Figure 1. The metal 1 layer (run 1).
Bar = 20 microns.
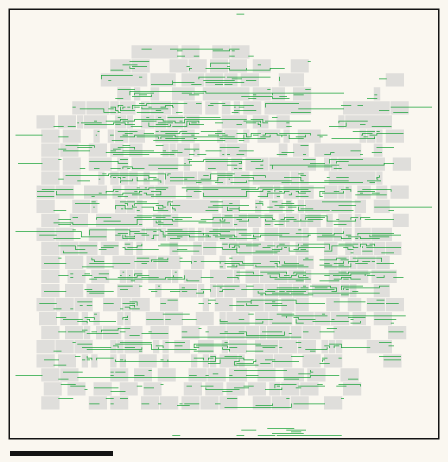
Figure 2. Met2 routing (run 1).
Bar = 20 microns.
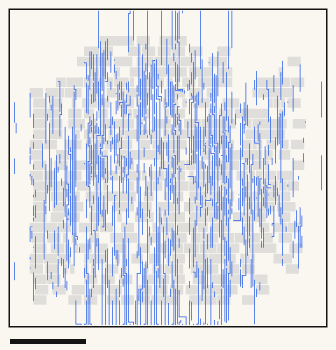
Figure 3. Signal wires on met3 (run 1).
Bar = 20 microns.
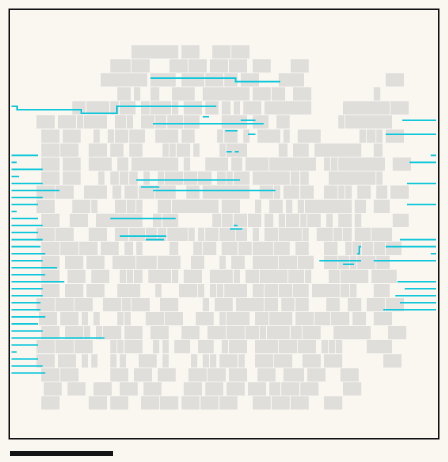
Figure 4. Pin placement (run 1).
Bar = 20 microns. Pins as bars across the die edge, other pins in gray.
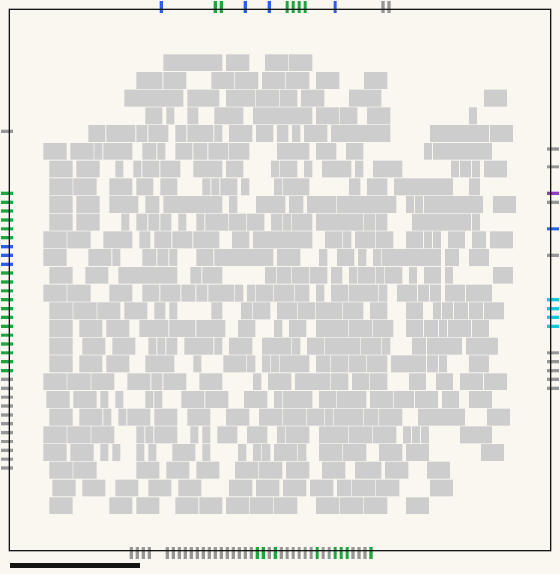
`src/rtl/gate_op_scheduler.sv`:
```
// gate_op_scheduler: round-robin arbiter sharing one WIDTH-bit bitwise gate unit among NREQ requesters.
// Latency: grant and capture in the IDLE cycle, registered result valid from the next cycle; at most one result per 2 cycles.
// Backpressure: the result is held in RESP until rsp_ready; no requester is granted while a result is pending.
// Optional feature: define GATE_SCHED_STATS_EN to add the saturating 16-bit stat_count output.
module gate_op_scheduler #(
    parameter  int NREQ  = 4,
    parameter  int WIDTH = 8,
    localparam int IDW   = $clog2(NREQ)
) (
    input  logic                  clk,
    input  logic                  rst,
    input  logic [NREQ-1:0]       req_valid,
    output logic [NREQ-1:0]       req_ready,
    input  logic [3*NREQ-1:0]     req_op,
    input  logic [WIDTH*NREQ-1:0] req_a,
    input  logic [WIDTH*NREQ-1:0] req_b,
    output logic                  rsp_valid,
    input  logic                  rsp_ready,
    output logic [WIDTH-1:0]      rsp_data,
    output logic [IDW-1:0]        rsp_id,
    output logic                  rsp_err
`ifdef GATE_SCHED_STATS_EN
    ,
    output logic [15:0]           stat_count
`endif
);

    // Opcode encoding of the shared gate unit.
    localparam logic [2:0] OP_AND  = 3'd0;
    localparam logic [2:0] OP_OR   = 3'd1;
    localparam logic [2:0] OP_NOT  = 3'd2;
    localparam logic [2:0] OP_NAND = 3'd3;
    localparam logic [2:0] OP_NOR  = 3'd4;
    localparam logic [2:0] OP_XOR  = 3'd5;
    localparam logic [2:0] OP_XNOR = 3'd6;

    typedef enum logic {
        ST_IDLE = 1'b0,
        ST_RESP = 1'b1
    } state_t;

    state_t           r_state;
    logic [IDW-1:0]   r_ptr;
    logic             r_rsp_valid;
    logic [WIDTH-1:0] r_rsp_data;
    logic [IDW-1:0]   r_rsp_id;
    logic             r_rsp_err;

    int               w_cand;
    logic             w_gnt_any;
    logic [IDW-1:0]   w_gnt_idx;
    logic             w_grant;
    logic [IDW-1:0]   w_ptr_next;
    logic [2:0]       w_op;
    logic [WIDTH-1:0] w_a;
    logic [WIDTH-1:0] w_b;
    logic [WIDTH-1:0] w_res;
    logic             w_err;

    // Rotating search: first asserted req_valid at or after r_ptr, wrapping modulo NREQ.
    always_comb begin
        w_gnt_any = 1'b0;
        w_gnt_idx = '0;
        w_cand    = 0;
        for (int k = 0; k < NREQ; k++) begin
            w_cand = (int'(r_ptr) + k) % NREQ;
            if (!w_gnt_any && req_valid[IDW'(w_cand)]) begin
                w_gnt_any = 1'b1;
                w_gnt_idx = IDW'(w_cand);
            end
        end
    end

    // A transfer only happens in IDLE and never while reset is held.
    assign w_grant    = (r_state == ST_IDLE) && w_gnt_any && !rst;
    assign req_ready  = w_grant ? (NREQ'(1) << w_gnt_idx) : '0;
    assign w_ptr_next = (w_gnt_idx == IDW'(NREQ - 1)) ? '0 : w_gnt_idx + 1'b1;

    // Operand mux from the winning requester's slices.
    assign w_op = req_op[3*w_gnt_idx +: 3];
    assign w_a  = req_a[WIDTH*w_gnt_idx +: WIDTH];
    assign w_b  = req_b[WIDTH*w_gnt_idx +: WIDTH];

    // Shared bitwise gate unit; the reserved opcode yields zero data and flags an error.
    always_comb begin
        w_res = '0;
        w_err = 1'b0;
        case (w_op)
            OP_AND:  w_res = w_a & w_b;
            OP_OR:   w_res = w_a | w_b;
            OP_NOT:  w_res = ~w_a;
            OP_NAND: w_res = ~(w_a & w_b);
            OP_NOR:  w_res = ~(w_a | w_b);
            OP_XOR:  w_res = w_a ^ w_b;
            OP_XNOR: w_res = ~(w_a ^ w_b);
            default: begin
                w_res = '0;
                w_err = 1'b1;
            end
        endcase
    end

    // Scheduler FSM: capture the granted result in IDLE, hold it in RESP until the consumer takes it.
    always_ff @(posedge clk or posedge rst) begin
        if (rst) begin
            r_state     <= ST_IDLE;
            r_ptr       <= '0;
            r_rsp_valid <= 1'b0;
            r_rsp_data  <= '0;
            r_rsp_id    <= '0;
            r_rsp_err   <= 1'b0;
        end else begin
            case (r_state)
                ST_IDLE: begin
                    if (w_grant) begin
                        r_rsp_data  <= w_res;
                        r_rsp_err   <= w_err;
                        r_rsp_id    <= w_gnt_idx;
                        r_ptr       <= w_ptr_next;
                        r_rsp_valid <= 1'b1;
                        r_state     <= ST_RESP;
                    end
                end
                ST_RESP: begin
                    if (rsp_ready) begin
                        r_rsp_valid <= 1'b0;
                        r_state     <= ST_IDLE;
                    end
                end
                default: begin
                    r_rsp_valid <= 1'b0;
                    r_state     <= ST_IDLE;
                end
            endcase
        end
    end

    assign rsp_valid = r_rsp_valid;
    assign rsp_data  = r_rsp_data;
    assign rsp_id    = r_rsp_id;
    assign rsp_err   = r_rsp_err;

`ifdef GATE_SCHED_STATS_EN
    logic [15:0] r_stat_count;

    // Completed-response counter, saturating at all-ones.
    always_ff @(posedge clk or posedge rst) begin
        if (rst) begin
            r_stat_count <= '0;
        end else if (r_rsp_valid && rsp_ready && (r_stat_count != 16'hFFFF)) begin
            r_stat_count <= r_stat_count + 16'd1;
        end
    end

    assign stat_count = r_stat_count;
`else
    // Statistics counter not built.
`endif

endmodule
```
`config.mk`:
```
export PLATFORM = sky130hd
export DESIGN_NAME = gate_op_scheduler
export DESIGN_NICKNAME = d
export VERILOG_FILES = /design/src/rtl/gate_op_scheduler.sv
export SDC_FILE = /design/constraint.sdc
export NUM_CORES = 1
export LEC_CHECK = 0
export CORE_MARGIN = 5
export CORE_UTILIZATION = 43
export DETAILED_ROUTE_END_ITERATION = 8
export PLACE_DENSITY = 0.86
export SLEW_MARGIN = 30
export SYNTH_ARGS = -nofsm -noshare
export SYNTH_HDL_FRONTEND = slang
export SYNTH_SLANG_ARGS = --single-unit
```
`constraint.sdc`:
```
create_clock -name clk -period 4.05 [get_ports clk]
set_input_delay 1.215 -clock clk [delete_from_list [all_inputs] [get_ports clk]]
set_output_delay 1.215 -clock clk [all_outputs]
set_load 0.005 [all_outputs]
```
==> results.yml, run 1 <==
# synthesis and place-and-route metrics
synth:
  yosys-top-cells-count: "mux2i_1 (47), nand2_1 (46), inv_1 (28)"
  synth_nets: 385
  ys_sh_adder_pct: 10.95
  mux_share_pct: 26.18
  synth-warning-count: 0
  top_area_cell: "mux2i_1"
  netlist_area_sq_um: 2285
critical_path:
  crit_chain: "dlygate4sd2_1 > buf_4 > inv_1 > a21oi_1 > buf_4 > nor2_8 > inv_1 > ha_1 > and2_1 > dlygate4sd2_1"
  critical_path_arrival_ns: 2.74
  path_delay_family: "buffers and inverters"
  cp_max_fo: 5
floorplanning:
  tapCellCount: 70
  die_w_microns: 82.89
  core_sq_um: 5140
grt:
  track_usage_pct: 19.27
  grt_max_degree: 26
  grt-ovfl-total: 0
timing:
  worst_pin_slew_ns: 0.6269
  final-hold-violation-count: 0
cts:
  htree_levels: 1
  cts_buffers: 3
placement:
  placed_area_sq_um: 3488
  hpwl_microns: 5803
min_path:
  min_to: "rsp_valid"
power_and_ir_drop:
  switching_share_pct: 45.16
  vdd_drop_max_v: 0.0002840
final_layout:
  diodes: 0
  fin_nets: 503
  sh_seq_area_pct: 10.54
detailed_routing:
  wl_met1_microns: 2713
  drtIter0Drc: 75
status:
  status: "completed"
-- Figure 1 (at the start) --
nets with wire on the layer: 440
share of all routed wire: 39%
wire length on this layer: 2710 microns
main direction: horizontal
longest straight run: 45.1 microns

-- Figure 2 (at the start) --
wire length on this layer: 3810 microns
longest straight run: 45.6 microns
nets with wire on the layer: 430

-- Figure 3 (at the start) --
longest straight run: 23.5 microns
nets with wire on the layer: 63
share of all routed wire: 6.5%
main direction: horizontal
wire length on this layer: 459 microns
total wire length: 7025 microns
via count: 2526
GR Util met3: 4.059%

-- Figure 4 (at the start) --
legend:
  purple:
    port: rst
    pins: 1
    direction: input
    edge: east
  green:
    port: req_a
    pins: 32
    direction: input
    edge: 18 west, 8 south, 6 north
  cyan:
    port: req_valid
    pins: 4
    direction: input
    edge: east
  blue:
    port: rsp_data
    pins: 8
    direction: output
    edge: 4 north, 3 west, 1 east
all pins by edge: 39 south, 33 west, 15 east, 12 north

==> run 1: registers in the layout (all words and copies together) (netlist names) <==
name	count
rsp_data	8
r_ptr	2
rsp_id	2
r_state	1
rsp_err	1
rsp_valid	1
==> run 1: worst max path at each step <==
stage | from | end | slack, ns | cells past startpoint
finish | req_valid[1] | req_ready[1] | 0.1 | 10
global route | req_valid[1] | req_ready[0] | 0.02 | 10
CTS | req_valid[2] | req_ready[2] | 0.02 | 8
detailed placement | req_valid[2] | req_ready[1] | -0.40 | 9
global placement | req_valid[2] | req_ready[0] | -0.37 | 9
floorplan | req_valid[2] | req_ready[3] | 0.23 | 7
==> run 1: routing by layer <==
layer	up-vias	GRT usage, %
met5	-	0
met4	0	4.458
met3	8	4.059
met2	83	37.39
met1	1193	21.08
li1	1242	-
==> run 1: logic make-up after synthesis <==
logic type	after synthesis
buffers and inverters	46
DFF	15
muxes	57
AOI/OAI and AO/OA	59
adders and majority gates	20
and+or+nand+nor	85
==> run 1: worst reg2reg max path, delay by kind of cell (launching register included) <==
family,cells,cell delay [ns]
buffers and inverters,2,0.40
flip-flops,1,0.43
multiplexers,2,0.40
adder cells (fa/ha/maj),1,0.34
AND-OR/OR-AND,3,0.62
AND/OR/NAND/NOR,6,0.80
==> run 1: per-stage QoR <==
stage	setup WS (ns)	setup TNS, ns
2_1_floorplan	0.2309	0
3_3_place_gp	-0.3683	-2.321
3_5_place_dp	-0.3993	-3.068
4_1_cts	0.02323	0
5_1_grt	0.01657	0
6_report	0.09862	0
==> run 1: what timing repair did <==
| item | in CTS | in global routing |
|---|---|---|
| cloned | 0 | 0 |
| endpoints found under the setup margin | 5 | 1 |
| pin swaps | 1 | 1 |
| resized | 11 | 2 |
| setup buffers | 1 | 2 |
## Run 2: what changed since run 1
- CTS_BUF_LIST: unset -> sky130_fd_sc_hd__clkbuf_4 sky130_fd_sc_hd__clkbuf_8 sky130_fd_sc_hd__clkbuf_16
- SKIP_LAST_GASP: unset -> 1
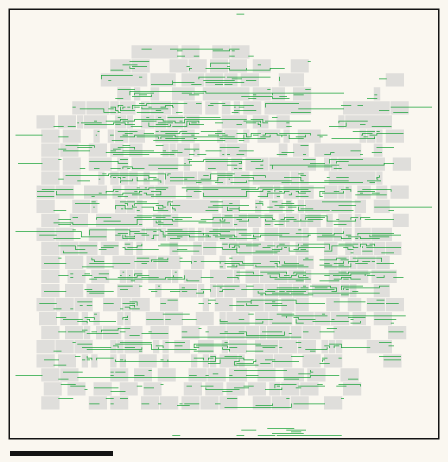
Figure 5: run 2, the metal 1 layer.
Bar = 20 microns.
wire length on this layer: 2710 microns
share of all routed wire: 39%
met1 GRT Util: 21.08%

==> run 2 against run 1 <==
Against the previous run: worst hold slack unchanged; fmax unchanged; setup slack unchanged; area after synthesis unchanged; utilization unchanged; wire length unchanged; first-iteration DRC count unchanged; count of clock-buffer cells in the layout unchanged; register-to-register slack about the same; cell count unchanged; critical path depth unchanged.
==> results.yml, run 2 <==
# synthesis and place-and-route metrics
grt:
  met3_usage_pct: 4.059
  grt_busiest_layer: "met2"
  grt_max_degree: 26
  grt-ovfl-total: 0
floorplanning:
  core_sq_um: 5140
critical_path:
  path_delay_family: "buffers and inverters"
  startpoint: "req_valid[1]"
synth:
  ys_sh_adder_pct: 10.95
  netlist_area_sq_um: 2285
  top_area_cell: "mux2i_1"
  synth-warning-count: 0
  synth_nets: 385
  yosys-top-cells-count: "mux2i_1 (47), nand2_1 (46), inv_1 (28)"
cts:
  cts_buffers: 3
  htree_levels: 1
timing:
  final-hold-violation-count: 0
  worst_pin_slew_ns: 0.6269
placement:
  pre_cts_ws_ns: -0.3993
status:
  status: "completed"
detailed_routing:
  drt-total-wl_microns: 7025
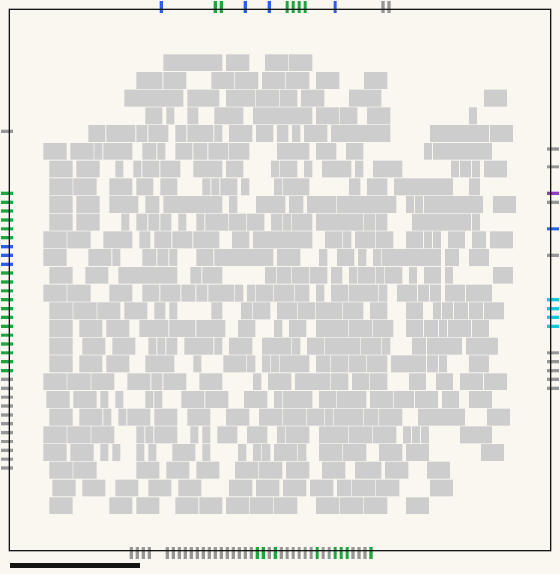
Figure 6: run 2, pin placement.
Bar = 20 microns. Pins as bars across the die edge, other pins in gray.
legend:
  cyan:
    port: req_valid
    pins: 4
    direction: input
    edge: east
  purple:
    port: rst
    pins: 1
    direction: input
    edge: east
  blue:
    port: rsp_data
    pins: 8
    direction: output
    edge: 4 north, 3 west, 1 east
  green:
    port: req_a
    pins: 32
    direction: input
    edge: 18 west, 8 south, 6 north
all pins by edge: 39 south, 33 west, 15 east, 12 north

## run 2: logic make-up (layout without fill, tap and decap cells)
kind of cell / Yosys count / count (layout)
compound gates: 59 / 59
mux: 57 / 57
buf+inv: 46 / 163
simple gates: 85 / 85
flops: 15 / 15
fa+ha+maj: 20 / 20
## run 2: worst max path at each step
stage | end | cells after the start | slack [ns]
floorplan | req_ready[3] | 7 | 0.23
global placement | req_ready[0] | 9 | -0.37
detailed placement | req_ready[1] | 9 | -0.40
CTS | req_ready[2] | 8 | 0.02
global route | req_ready[0] | 10 | 0.02
finish | req_ready[1] | 10 | 0.1
## run 2: power by group
part           internal (mW)  total (mW)  switching [mW]
clock                 0.0683       0.127          0.0591
combinational          0.800        1.58           0.779
sequential             0.213       0.265          0.0521
total                   1.08        1.97           0.891
## run 2: final cells by class
type	count	share of cell area, %
inverter	29	3.197
multi-input combinational	221	47.96
timing repair buffer	130	34.54
tap	70	2.460
clock buffer	3	1.160
clock inverter	1	0.1405
sequential	15	10.54
## run 2: stage by stage
stage               hold slack [ns]  area [sq um]  setup TNS (ns)  power, mW
global route                 0.5175          3561               0      2.144
global placement             0.4578          3488          -2.321      1.766
detailed placement           0.4783          3488          -3.068      1.824
CTS                          0.4935          3541               0      1.968
floorplan                    0.4674          2285               0      1.275
finish                       0.4863          3561               0      1.972
## run 2: worst reg2reg max path, delay by kind of cell (launching register included)
kind / cells / cell delay [ns]
compound gates: 3 / 0.62
fa+ha+maj: 1 / 0.34
buf+inv: 2 / 0.40
flops: 1 / 0.43
mux: 2 / 0.40
simple gates: 6 / 0.80
## run 2: what timing repair did
| action | in CTS | in global routing |
|---|---|---|
| setup endpoints to repair | 5 | 1 |
| pin swaps | 1 | 1 |
| gates resized | 11 | 2 |
| hold buffers | 0 | 0 |
| buffers inserted | 1 | 2 |
Power is estimated from default activity; no workload was simulated.
